$ cat src/rtl/accum_warp_addr_arbiter_pkg.sv
// Shared types and default geometry for the accumulator warp address arbiter.
// Defaults stand in for the tile accumulator configuration (config count, address width, lanes).
package accum_warp_addr_arbiter_pkg;

  localparam int unsigned DEF_N_CFG = 4;
  localparam int unsigned DEF_ABW   = 16;
  localparam int unsigned DEF_VSIZE = 4;

  typedef enum logic {
    LK_IDLE   = 1'b0,
    LK_LOCKED = 1'b1
  } lock_state_e;

endpackage

$ cat src/rtl/accum_warp_addr_arbiter_picker.sv
// Round-robin picker: first set mask bit at or after ptr, wrapping modulo N.
// Purely combinational so it can be reused by other arbiters.
module accum_warp_addr_arbiter_picker #(
  parameter int unsigned N = 2,
  localparam int unsigned PW = $clog2(N)
) (
  input  logic [N-1:0]  i_mask,
  input  logic [PW-1:0] i_ptr,
  output logic [N-1:0]  o_oh,
  output logic [PW-1:0] o_idx,
  output logic          o_any
);

  int unsigned pos;
  int unsigned j;

  always_comb begin
    o_oh  = '0;
    o_idx = '0;
    o_any = 1'b0;
    pos   = 0;
    j     = 0;
    for (int unsigned k = 0; k < N; k++) begin
      pos = 32'(i_ptr) + k;
      j   = pos % N;
      if (!o_any && i_mask[j]) begin
        o_any   = 1'b1;
        o_oh[j] = 1'b1;
        o_idx   = PW'(j);
      end
    end
  end

endmodule

$ cat src/rtl/accum_warp_addr_arbiter.sv
// Shares one vector-address request port among N_REQ looper streams with round-robin
// grant, optional lock until a retire beat, and a registered output tagged by requester.
module accum_warp_addr_arbiter
  import accum_warp_addr_arbiter_pkg::*;
#(
  parameter int unsigned N_REQ = 2,
  parameter int unsigned N_CFG = DEF_N_CFG,
  parameter int unsigned ABW   = DEF_ABW,
  parameter int unsigned VSIZE = DEF_VSIZE,
  parameter bit          HOLD  = 1'b1,
  localparam int unsigned NCFG_BW = $clog2(N_CFG + 1),
  localparam int unsigned REQ_BW  = $clog2(N_REQ)
) (
  input  logic                                   i_clk,
  input  logic                                   i_rst,
  input  logic [N_REQ-1:0]                       src_rdys,
  output logic [N_REQ-1:0]                       src_acks,
  input  logic [N_REQ-1:0][NCFG_BW-1:0]          i_ids,
  input  logic [N_REQ-1:0][VSIZE-1:0][ABW-1:0]   i_addresses,
  input  logic [N_REQ-1:0][VSIZE-1:0]            i_valids,
  input  logic [N_REQ-1:0]                       i_retires,
  output logic                                   dst_rdy,
  input  logic                                   dst_ack,
  output logic [REQ_BW-1:0]                      o_req,
  output logic [NCFG_BW-1:0]                     o_id,
  output logic [VSIZE-1:0][ABW-1:0]              o_address,
  output logic [VSIZE-1:0]                       o_valid,
  output logic                                   o_retire,
  output logic                                   o_busy
);

  lock_state_e       state_q, state_d;
  logic [REQ_BW-1:0] owner_q, owner_d;
  logic [REQ_BW-1:0] ptr_q, ptr_d;

  logic [N_REQ-1:0]  elig;
  logic [N_REQ-1:0]  pick_oh;
  logic [REQ_BW-1:0] pick_idx;
  logic              pick_any;
  logic              can_take;
  logic              accept;

  // While locked only the owner may compete; others see a bubble.
  always_comb begin
    elig = src_rdys;
    if (state_q == LK_LOCKED) begin
      elig = src_rdys & (N_REQ'(1) << owner_q);
    end
  end

  accum_warp_addr_arbiter_picker #(.N(N_REQ)) u_picker (
    .i_mask (elig),
    .i_ptr  (ptr_q),
    .o_oh   (pick_oh),
    .o_idx  (pick_idx),
    .o_any  (pick_any)
  );

  // A new beat may enter in the same cycle the held one leaves.
  assign can_take = !dst_rdy || dst_ack;
  assign accept   = can_take && pick_any && !i_rst;
  assign src_acks = accept ? pick_oh : '0;
  assign o_busy   = dst_rdy || (state_q == LK_LOCKED);

  // Lock FSM next state and pointer advance.
  always_comb begin
    state_d = state_q;
    owner_d = owner_q;
    ptr_d   = ptr_q;
    if (accept) begin
      ptr_d = (32'(pick_idx) == N_REQ - 1) ? '0 : pick_idx + REQ_BW'(1);
      if (HOLD) begin
        case (state_q)
          LK_IDLE: begin
            if (!i_retires[pick_idx]) begin
              state_d = LK_LOCKED;
              owner_d = pick_idx;
            end
          end
          LK_LOCKED: begin
            if (i_retires[pick_idx]) begin
              state_d = LK_IDLE;
            end
          end
          default: state_d = LK_IDLE;
        endcase
      end
    end
  end

  always_ff @(posedge i_clk) begin
    if (i_rst) begin
      state_q <= LK_IDLE;
      owner_q <= '0;
      ptr_q   <= '0;
    end else begin
      state_q <= state_d;
      owner_q <= owner_d;
      ptr_q   <= ptr_d;
    end
  end

  // Output beat register.
  always_ff @(posedge i_clk) begin
    if (i_rst) begin
      dst_rdy   <= 1'b0;
      o_req     <= '0;
      o_id      <= '0;
      o_address <= '0;
      o_valid   <= '0;
      o_retire  <= 1'b0;
    end else if (accept) begin
      dst_rdy   <= 1'b1;
      o_req     <= pick_idx;
      o_id      <= i_ids[pick_idx];
      o_address <= i_addresses[pick_idx];
      o_valid   <= i_valids[pick_idx];
      o_retire  <= i_retires[pick_idx];
    end else if (dst_ack) begin
      dst_rdy   <= 1'b0;
    end
  end

endmodule
$ cat config.mk
export PLATFORM = sky130hd
export DESIGN_NAME = accum_warp_addr_arbiter
export DESIGN_NICKNAME = d
export VERILOG_FILES = /design/src/rtl/accum_warp_addr_arbiter_pkg.sv /design/src/rtl/accum_warp_addr_arbiter_picker.sv /design/src/rtl/accum_warp_addr_arbiter.sv
export SDC_FILE = /design/constraint.sdc
export NUM_CORES = 1
export LEC_CHECK = 0
export CORE_ASPECT_RATIO = 1.5
export CORE_MARGIN = 1.5
export CORE_UTILIZATION = 40
export DETAILED_ROUTE_END_ITERATION = 8
export PLACE_DENSITY = 0.86
export SYNTH_ARGS = -nofsm -noshare
export SYNTH_HDL_FRONTEND = slang
export SYNTH_SLANG_ARGS = --single-unit
export TNS_END_PERCENT = 50
$ cat constraint.sdc
create_clock -name i_clk -period 3.4 [get_ports i_clk]
set_clock_uncertainty 0.15 [all_clocks]
set_input_delay 0.51 -clock i_clk [delete_from_list [all_inputs] [get_ports i_clk]]
set_output_delay 0.51 -clock i_clk [all_outputs]
set_load 0.1 [all_outputs]
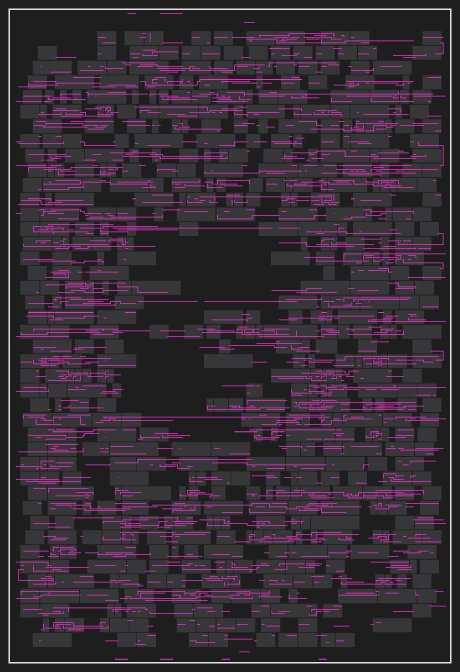
Fig. 1. Met1 routing (run 1).
Cells faint in the background.
- wire length on this layer: 4,360 um
- main direction: horizontal
- share of all routed wire: 35%
met1 Track Usage GR: 23.9%
Total Wirelength: 12,300 um
number of vias in the routed layout: 3,809

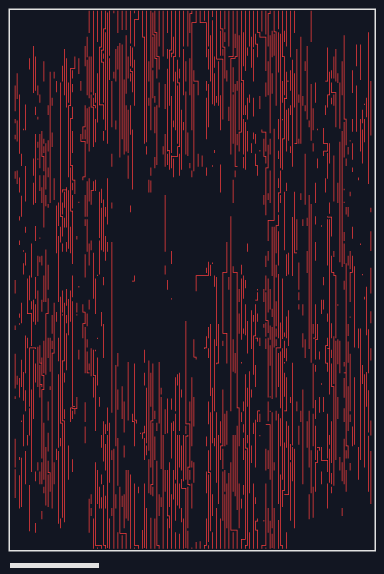
Fig. 2. M2 wires (run 1).
Scale bar: 20 um.
- longest straight run: 43.5 um
- nets with wire on the layer: 649
- wire length on this layer: 6,640 um
- share of all routed wire: 54%
- main direction: vertical
routing usage on met2: 46.0%

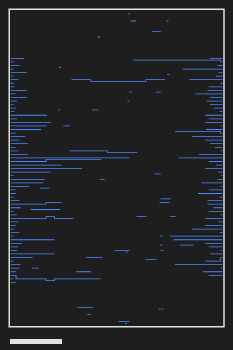
Fig. 3. The metal 3 layer (run 1).
Scale bar: 20 um.
- share of all routed wire: 8.1%
- main direction: horizontal
- nets with wire on the layer: 146
- longest straight run: 44.9 um

## run 1: per-stage QoR
stage | util [%] | instance area (um^2) | power [mW] | hold slack [ns]
after floorplan | - | 3700 | 2.04 | 0.335
after global placement | 66.5 | 5940 | 2.45 | 0.327
after detailed placement | 66.5 | 5940 | 2.47 | 0.329
after CTS | 69.5 | 6210 | 3.35 | 0.340
after global routing | 69.5 | 6210 | 3.45 | 0.365
final | 69.5 | 6210 | 3.32 | 0.340
## run 1: sequential cells by signal (all words and copies together), names as in the netlist
name and cells:
state_q 1, ptr_q 1, o_valid 4, o_req 1, o_id 3, o_address 64, owner_q 1, o_retire 1
dst_rdy 1
==> results_dict.tcl, run 1 <==
# implementation run metrics
set metrics [dict create \
    run_status "complete, no violations" \
    routedLengthMet1_um 4360 \
    async_reset_ff_share_pct 0 \
    fin_nets 721 \
    clk_pin_slew_ns 0.05 \
    yosysTopAreaCell "sky130_fd_sc_hd__dfxtp_1" \
    clock_sink_count 77 \
    clockRootBuffer "sky130_fd_sc_hd__clkbuf_16" \
    final_hold_viol_count 0 \
    first_global_vias 3993 \
    drtAntennaViolNets 0 \
    ios 226 \
    dominantRegCellSynth "sky130_fd_sc_hd__dfxtp_1" \
    post-route-worst-setup-slack_ns 0.445 \
    highest-signal-layer "met4" \
    dieArea_um2 9850 \
    power.combinational.total_mw 1.41 \
    syn2layout_area_growth_pct 67.8 \
    synth_adder_area_share_pct 0 \
    n_clock_buffer 12 \
    timing.critical_path.slowest_stage_cell "sky130_fd_sc_hd__o211a_4" \
    yosysChipArea_um2 3700 \
    clock_path_buffers 2 \
    clock_area_share_pct 4.29 \
    dp_worst_setup_slack_ns 0.445 \
    vias_per_cell 5.56 \
    layout.cells.largest_class "non-clock buffers" \
    worst_ep_required_time_ns 2.74 \
    multi_input_comb_cells 245 \
    fraction_of_power_consumed_by_sequential_logic_pct 31.4 \
    power.clock.fraction_pct 26.0 \
    final.fill_count 705 \
    ys_cells 366 \
    critical_path.reg2reg.startpoint "state_q$_SDFFE_PP0P_" \
    chipHeight_um 121 \
    tapcell.inserted 110 \
    post_synth_and_or_nand_nor_area_fraction_pct 14.3 \
    track_usage_pct 25.0 \
    buffer_area_share_pct 37.8 \
    slack_of_the_worst_reg_to_reg_path_ns 1.12 \
    globalRoute.busiestLayer "met2" \
    synth_nets 515 \
    synth_cell_type_count 30 \
    p_sw_share_pct 41.4 \
    holdCritStartpoint "o_address[42]$_SDFFE_PP0P_" \
    worst_slew_pin_slew_ns 1.03 \
    final.signal_inverter_count 3 \
    grt_setup_unrepaired "false" \
    syn_area_per_cell_um2 10.1 \
    r2r_end "o_address[57]$_SDFFE_PP0P_" \
    inserted_clock_buffers 9 \
    max_freq_mhz 338 \
    layout_top_cell_excl_fill_tap "sky130_fd_sc_hd__clkdlybuf4s50_1" \
    setup-tns-final_ns 0 \
    cp-start-kind "input pin" \
    antenna_found_initial 0 \
    timing.setup.critical_path_class "in2out" \
    hold-path-endpoint "o_address[42]$_SDFFE_PP0P_" \
    ys_top_cells_by_count "sky130_fd_sc_hd__dfxtp_1 (77), sky130_fd_sc_hd__nor2_1 (77), sky130_fd_sc_hd__a221oi_2 (69), sky130_fd_sc_hd__o21ai_0 (40), sky130_fd_sc_hd__nor3_1 (34)" \
    place_inst 671 \
    top_logic_kind "AND-OR/OR-AND gates" \
    drc 0 \
    syn_inst 366 \
    final_min_period_over_clock_period_pct 86.9 \
    p_int_mw 1.95 \
    compound_area_share_pct 36.5 \
    post_synth_design_cell_area_um2 3700 \
    seq-cell-share_pct 24.8 \
    ff_latch_area_um2 1540 \
    timing.slew.headroom_pct 31.0 \
    post_synth_xor_area_fraction_pct 0 \
    crit_path_end_kind "primary output" \
    hold_depth 2 \
    grt-ovfl-total 0 \
    worst-path-stages 5 \
    drv_slew 0 \
    crit_path_start "src_rdys[1]" \
    enable_flop_cells 0 \
    powerClk_mw 0.864 \
    drv_cap 0 \
    detail_route.first_pass.iterations 4 \
    worstSetupEndpoint "src_acks[0]" \
    cp.arrival_ns 2.30 \
    tritoncts "done" \
    nonClockBufferCount 236 \
    pg_seq_mw 1.04 \
    gr_util_met3_pct 8.15 \
    total_switching_power_mw 1.37 \
    pwr_density_cell_nw_per_um2 535 \
    floorplanUtilization_pct 41.4 \
    weighted_congestion_at_the_end_of_routability_driven_global_placement 0.863 \
    min-delay-path-class "reg2reg" \
    timing.final.setup_violations 0 \
    cts_htree_levels 3 \
    power.static_leakage_nw 2.36 \
    place.detailed.hpwl_um 8940 \
    grt_pass1_wl_um 18800 \
    synthesis.yosys.warnings 0 \
    cp_max_fo 37 \
    instances_no_fill 685 \
    design.core.area_um2 8930 \
    detailroute.wirelength.met2_um 6640 \
    synth.yosys.seq_area_share_pct 41.6 \
    antennaDiodeCount 0 \
    routed_wire_length_per_instance_um 18.0 \
    top_power_group "combinational logic" \
    cts-resized-gates 0 \
    met3_wirelength_um 992 \
    synth.top_cell.area_share_pct 41.6 \
    cpLargestDelayFamily "buffers and inverters" \
    min_period_ns 2.96 \
    post_cts_buffers 0 \
    netlist_top_cells_area "sky130_fd_sc_hd__dfxtp_1 (42%), sky130_fd_sc_hd__a221oi_2 (28%), sky130_fd_sc_hd__nor2_1 (7.8%)" \
    final-comb-area_um2 1910 \
    die_x_um 81.6 \
    worst_path_largest_cell_delay_ns 0.62 \
]
## Run 2: what changed since run 1
Settings changed: TNS_END_PERCENT 50 to unset.
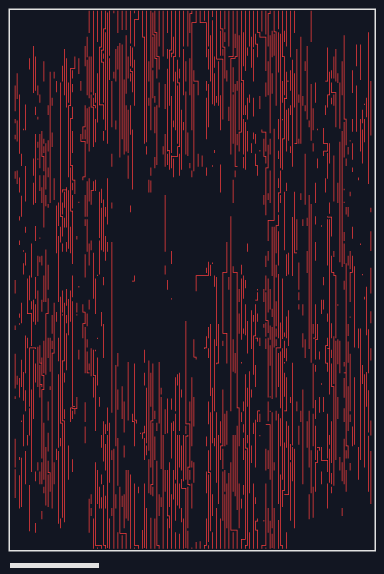
Fig. 4. M2 wires (run 2).
Scale bar: 20 um.
- wire length on this layer: 6,640 um
- nets with wire on the layer: 649
- share of all routed wire: 54%
- main direction: vertical

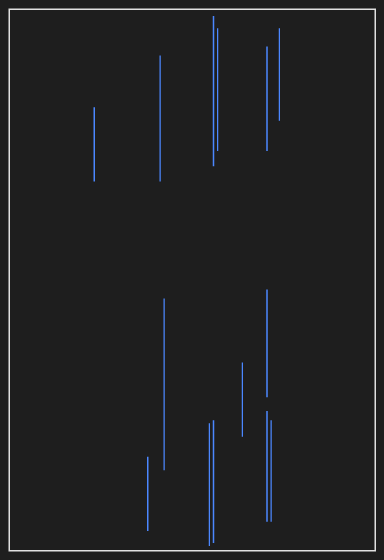
Fig. 5. Met4 routing (run 2).
- main direction: vertical
- share of all routed wire: 2.8%

==> results_dict.tcl, run 2 <==
# implementation run metrics
set metrics [dict create \
    run_status "complete, no violations" \
    chipHeight_um 121 \
    comb_area_share_pct 30.7 \
    min_period_ns 2.96 \
    floorplan.rows 42 \
    clock_path_buffers 2 \
    flip_flop_count_of_the_largest_register_all_copies_and_words_added 64 \
    fraction_of_power_consumed_by_sequential_logic_pct 31.4 \
    drc 0 \
    vias_per_cell 5.56 \
    setup-tns-final_ns 0 \
    syn_inst 366 \
    antenna_found_initial 0 \
    cp_max_fo 37 \
    final_min_period_over_clock_period_pct 86.9 \
    post_synth_xor_area_fraction_pct 0 \
    synth.yosys.seq_area_share_pct 41.6 \
    max_freq_mhz 338 \
    grt_pass1_wl_um 18800 \
    detail_route.first_pass.iterations 4 \
    route.final.wire_length_um 12300 \
    layout_top_cells "sky130_fd_sc_hd__clkdlybuf4s50_1 (210), sky130_fd_sc_hd__nor2_1 (77), sky130_fd_sc_hd__dfxtp_1 (77), sky130_fd_sc_hd__a221oi_2 (69), sky130_fd_sc_hd__o21ai_0 (40)" \
    n_clock_buffer 12 \
    post-route-worst-setup-slack_ns 0.445 \
    clk_pin_slew_ns 0.05 \
    yosysTopAreaCell "sky130_fd_sc_hd__dfxtp_1" \
    synth_cell_type_count 30 \
    nonClockBufferCount 236 \
    drv_slew 0 \
    dominantRegCellSynth "sky130_fd_sc_hd__dfxtp_1" \
    p_sw_share_pct 41.4 \
    vdd_ir_drop_max_mv 0.315 \
    holdCritStartpoint "o_address[42]$_SDFFE_PP0P_" \
    syn_area_per_cell_um2 10.1 \
    cp.arrival_ns 2.30 \
    floorplanUtilization_pct 41.4 \
    post_synth_and_or_nand_nor_area_fraction_pct 14.3 \
    clock_area_share_pct 4.29 \
    total_switching_power_mw 1.37 \
    power.static_leakage_nw 2.36 \
    worst-r2r-cell-count 5 \
    async_reset_ff_share_pct 0 \
    netlist_top_cells_area "sky130_fd_sc_hd__dfxtp_1 (42%), sky130_fd_sc_hd__a221oi_2 (28%), sky130_fd_sc_hd__nor2_1 (7.8%)" \
    crit_path_start "src_rdys[1]" \
    hold_depth 2 \
    crit_buf_inv 2 \
    cp-start-kind "input pin" \
    enable_flop_cells 0 \
    postPlaceCellArea_um2 5940 \
    synth_adder_area_share_pct 0 \
    track_usage_pct 25.0 \
    hold-path-endpoint "o_address[42]$_SDFFE_PP0P_" \
    final_hold_viol_count 0 \
    stdcell_area_um2 6210 \
    pwr_density_cell_nw_per_um2 535 \
    final.hold.worst_slack_ns 0.340 \
    ff_count 77 \
    cts_hold_buffers 0 \
    finalCoreUtilization_pct 69.5 \
    drv_cap 0 \
    cts-resized-gates 0 \
    drt-initial-drc-count 146 \
    post_synth_design_cell_area_um2 3700 \
    slack_of_the_worst_reg_to_reg_path_ns 1.12 \
    synth_nets 515 \
    r2r_end "o_address[57]$_SDFFE_PP0P_" \
    worst_slew_pin_slew_ns 1.03 \
    seq-cell-share_pct 24.8 \
    dp_worst_setup_slack_ns 0.445 \
    instances_no_fill 685 \
    timing.critical_path.slowest_stage_cell "sky130_fd_sc_hd__o211a_4" \
    syn2layout_area_growth_pct 67.8 \
    worstSetupEndpoint "src_acks[0]" \
    crit_path_end_kind "primary output" \
    timing.setup.critical_path_class "in2out" \
    largest_registers "o_address x64, o_valid x4, o_id x3" \
    tritoncts "done" \
    layout_top_cell_excl_fill_tap "sky130_fd_sc_hd__clkdlybuf4s50_1" \
    synth-seq-cells 77 \
    clock_sink_count 77 \
    first_global_vias 3993 \
    dieArea_um2 9850 \
    inserted_clock_buffers 9 \
    compound_area_share_pct 36.5 \
    layout.cells.largest_class "non-clock buffers" \
    totalPowerFinal_mw 3.32 \
    final-comb-area_um2 1910 \
    power.clock.fraction_pct 26.0 \
    worst_ep_required_time_ns 2.74 \
    weighted_congestion_at_the_end_of_routability_driven_global_placement 0.863 \
    cts_htree_levels 3 \
    buffer_ports.inserted 225 \
    fin_nets 721 \
    yosysChipArea_um2 3700 \
    critical_path.reg2reg.startpoint "state_q$_SDFFE_PP0P_" \
    die_x_um 81.6 \
    antennaDiodeCount 0 \
    worst-path-stages 5 \
    regMostFlops "o_address" \
    grt-ovfl-total 0 \
    cpLargestDelayFamily "buffers and inverters" \
    ys_cells 366 \
    tapcell.inserted 110 \
    routed_wire_length_per_instance_um 18.0 \
    place_inst 671 \
    buffer_area_share_pct 37.8 \
    route.vias.total 3809 \
    ys_top_cells_by_count "sky130_fd_sc_hd__dfxtp_1 (77), sky130_fd_sc_hd__nor2_1 (77), sky130_fd_sc_hd__a221oi_2 (69), sky130_fd_sc_hd__o21ai_0 (40), sky130_fd_sc_hd__nor3_1 (34)" \
    final.fill_count 705 \
    p_int_mw 1.95 \
    synthesis.yosys.warnings 0 \
    top_logic_kind "AND-OR/OR-AND gates" \
    timing.final.setup_violations 0 \
    multi_input_comb_cells 245 \
    post_cts_buffers 0 \
    min-delay-path-class "reg2reg" \
    ios 226 \
    place.detailed.hpwl_um 8940 \
    grt_setup_unrepaired "false" \
    ff_latch_area_um2 1540 \
    drtAntennaViolNets 0 \
    tool_warnings 26 \
    grt_start_max_net_pins 54 \
    synth.top_cell.area_share_pct 41.6 \
    design.core.area_um2 8930 \
    clock.latency.late_pin_ns 0.33 \
    timing.slew.headroom_pct 31.0 \
    clockRootBuffer "sky130_fd_sc_hd__clkbuf_16" \
    final.signal_inverter_count 3 \
    worst_path_largest_cell_delay_ns 0.62 \
    post_synth_mux_area_share_pct 0.270 \
]
==> run 2: worst min-delay path, stage by stage, from the launching register on <==
cell and delay (ns):
sky130_fd_sc_hd__dfxtp_1 0.30, sky130_fd_sc_hd__nor2_1 0.10, sky130_fd_sc_hd__nor3_1 0.04
==> run 2: power groups by stage <==
stage          Combinational [mW]  Clock (mW)  Sequential [mW]
2_1_floorplan               0.371           0             1.67
3_3_place_gp                 1.39           0             1.06
3_5_place_dp                 1.41           0             1.06
4_1_cts                      1.42       0.885             1.04
5_1_grt                      1.47       0.927             1.05
6_report                     1.41       0.864             1.04
==> run 2: layer usage <==
layer  GRT usage, %  part of all wire, %  up-vias
li1               -                    -     1796
met1           23.9                   35     1807
met2           46.0                   54      178
met3           8.15                  8.0       28
met4           12.7                  2.8        0
met5              0                    0        -
## Run 3: what changed since run 2
Settings changed: CTS_CLUSTER_DIAMETER set to 150, SLEW_MARGIN set to 20.
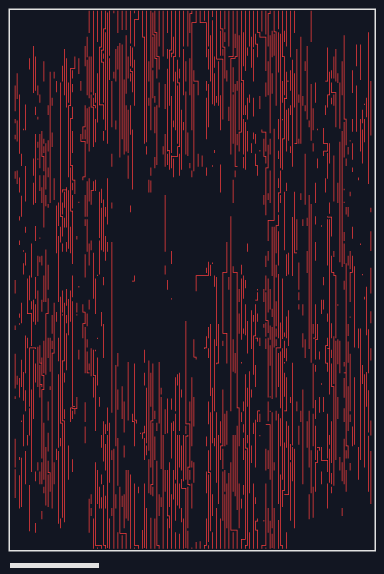
Fig. 6. M2 wires (run 3).
Scale bar: 20 um.
- longest straight run: 43.5 um
- share of all routed wire: 54%

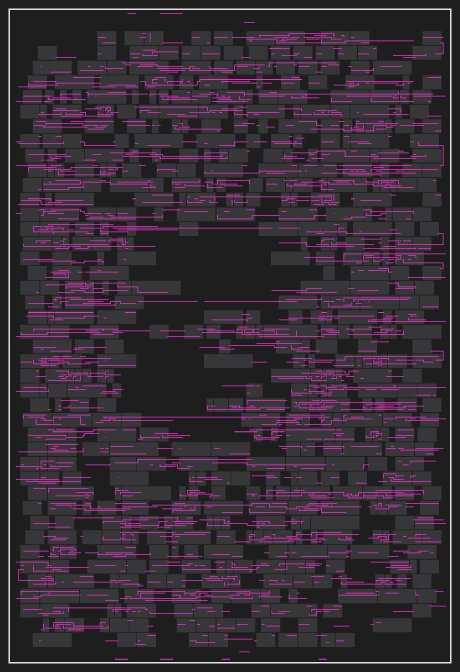
Fig. 7. Met1 routing (run 3).
Cells faint in the background.
- share of all routed wire: 35%
- nets with wire on the layer: 612
- main direction: horizontal
- longest straight run: 41.9 um
- wire length on this layer: 4,360 um

==> results_dict.tcl, run 3 <==
# implementation run metrics
set metrics [dict create \
    cpLargestDelayFamily "buffers and inverters" \
    synth-seq-cells 77 \
    power.combinational.total_mw 1.41 \
    max_freq_mhz 338 \
    flip_flop_count_of_the_largest_register_all_copies_and_words_added 64 \
    clock_sink_count 77 \
    synth_adder_area_share_pct 0 \
    crit_buf_inv 2 \
    cts-resized-gates 0 \
    first_global_vias 3993 \
    ff_latch_area_um2 1540 \
    routed_wire_length_per_instance_um 18.0 \
    clock_path_buffers 2 \
    final.signal_inverter_count 3 \
    drv_cap 0 \
    comb_area_share_pct 30.7 \
    cp.arrival_ns 2.30 \
    vdd_ir_drop_max_mv 0.315 \
    cp_max_fo 37 \
    antenna_found_initial 0 \
    min-delay-path-class "reg2reg" \
    synth.yosys.seq_area_share_pct 41.6 \
    global_route.usage.met1_pct 23.9 \
    design.core.area_um2 8930 \
    timing.setup.critical_path_class "in2out" \
    netlist_top_cells_area "sky130_fd_sc_hd__dfxtp_1 (42%), sky130_fd_sc_hd__a221oi_2 (28%), sky130_fd_sc_hd__nor2_1 (7.8%)" \
    tapcell.inserted 110 \
    n_clock_buffer 12 \
    post_synth_mux_area_share_pct 0.270 \
    pg_seq_mw 1.04 \
    drc 0 \
    die_x_um 81.6 \
    gr-usage-met2_pct 46.0 \
    power.static_leakage_nw 2.36 \
    drt-initial-drc-count 146 \
    fin_nets 721 \
    routedLengthMet1_um 4360 \
    detailroute.wirelength.met2_um 6640 \
    route.final.wire_length_um 12300 \
    cts_htree_levels 3 \
    holdCritStartpoint "o_address[42]$_SDFFE_PP0P_" \
    weighted_congestion_at_the_end_of_routability_driven_global_placement 0.863 \
    ff_count 77 \
    timing.critical_path.slowest_stage_cell "sky130_fd_sc_hd__o211a_4" \
    dieArea_um2 9850 \
    buffer_area_share_pct 37.8 \
    totalPowerFinal_mw 3.32 \
    enable_flop_cells 0 \
    tool_warnings 26 \
    gr_util_met3_pct 8.15 \
    vias_per_cell 5.56 \
    drtAntennaViolNets 0 \
    grt-ovfl-total 0 \
    worst_slew_pin_slew_ns 1.03 \
    instances_no_fill 685 \
    min_period_ns 2.96 \
    antennaDiodeCount 0 \
    buffer_ports.inserted 225 \
    layout_top_cells "sky130_fd_sc_hd__clkdlybuf4s50_1 (210), sky130_fd_sc_hd__nor2_1 (77), sky130_fd_sc_hd__dfxtp_1 (77), sky130_fd_sc_hd__a221oi_2 (69), sky130_fd_sc_hd__o21ai_0 (40)" \
    timing.final.setup_violations 0 \
    largest_registers "o_address x64, o_valid x4, o_id x3" \
    inserted_clock_buffers 9 \
    clk_pin_slew_ns 0.05 \
    ys_top_cells_by_count "sky130_fd_sc_hd__dfxtp_1 (77), sky130_fd_sc_hd__nor2_1 (77), sky130_fd_sc_hd__a221oi_2 (69), sky130_fd_sc_hd__o21ai_0 (40), sky130_fd_sc_hd__nor3_1 (34)" \
    top_power_group "combinational logic" \
    crit_path_end_kind "primary output" \
    post-route-worst-setup-slack_ns 0.445 \
    dominantRegCellSynth "sky130_fd_sc_hd__dfxtp_1" \
    synthesis.yosys.warnings 0 \
    run_status "complete, no violations" \
    track_usage_pct 25.0 \
    place_inst 671 \
    post_synth_design_cell_area_um2 3700 \
    clock_area_share_pct 4.29 \
    floorplanUtilization_pct 41.4 \
    highest-signal-layer "met4" \
    seq-cell-share_pct 24.8 \
    yosysChipArea_um2 3700 \
    final_hold_viol_count 0 \
]
==> run 3: cell counts after synthesis <==
Identical to the previous run, type by type.
==> run 3: worst max-delay path by stage <==
stage / slack [ns] / startpoint / endpoint / depth (start not counted)
after detailed placement: 0.44 / src_rdys[1] / o_address[5]$_SDFFE_PP0P_ / 6
after floorplan: 0.56 / dst_rdy$_SDFFE_PP0P_ / src_acks[0] / 4
after CTS: 0.44 / src_rdys[1] / src_acks[0] / 5
after global placement: 0.52 / src_rdys[1] / src_acks[0] / 5
after global routing: 0.34 / src_rdys[1] / src_acks[0] / 5
final: 0.44 / src_rdys[1] / src_acks[0] / 5
No activity file was given, so power comes from the tool's default toggle rates.
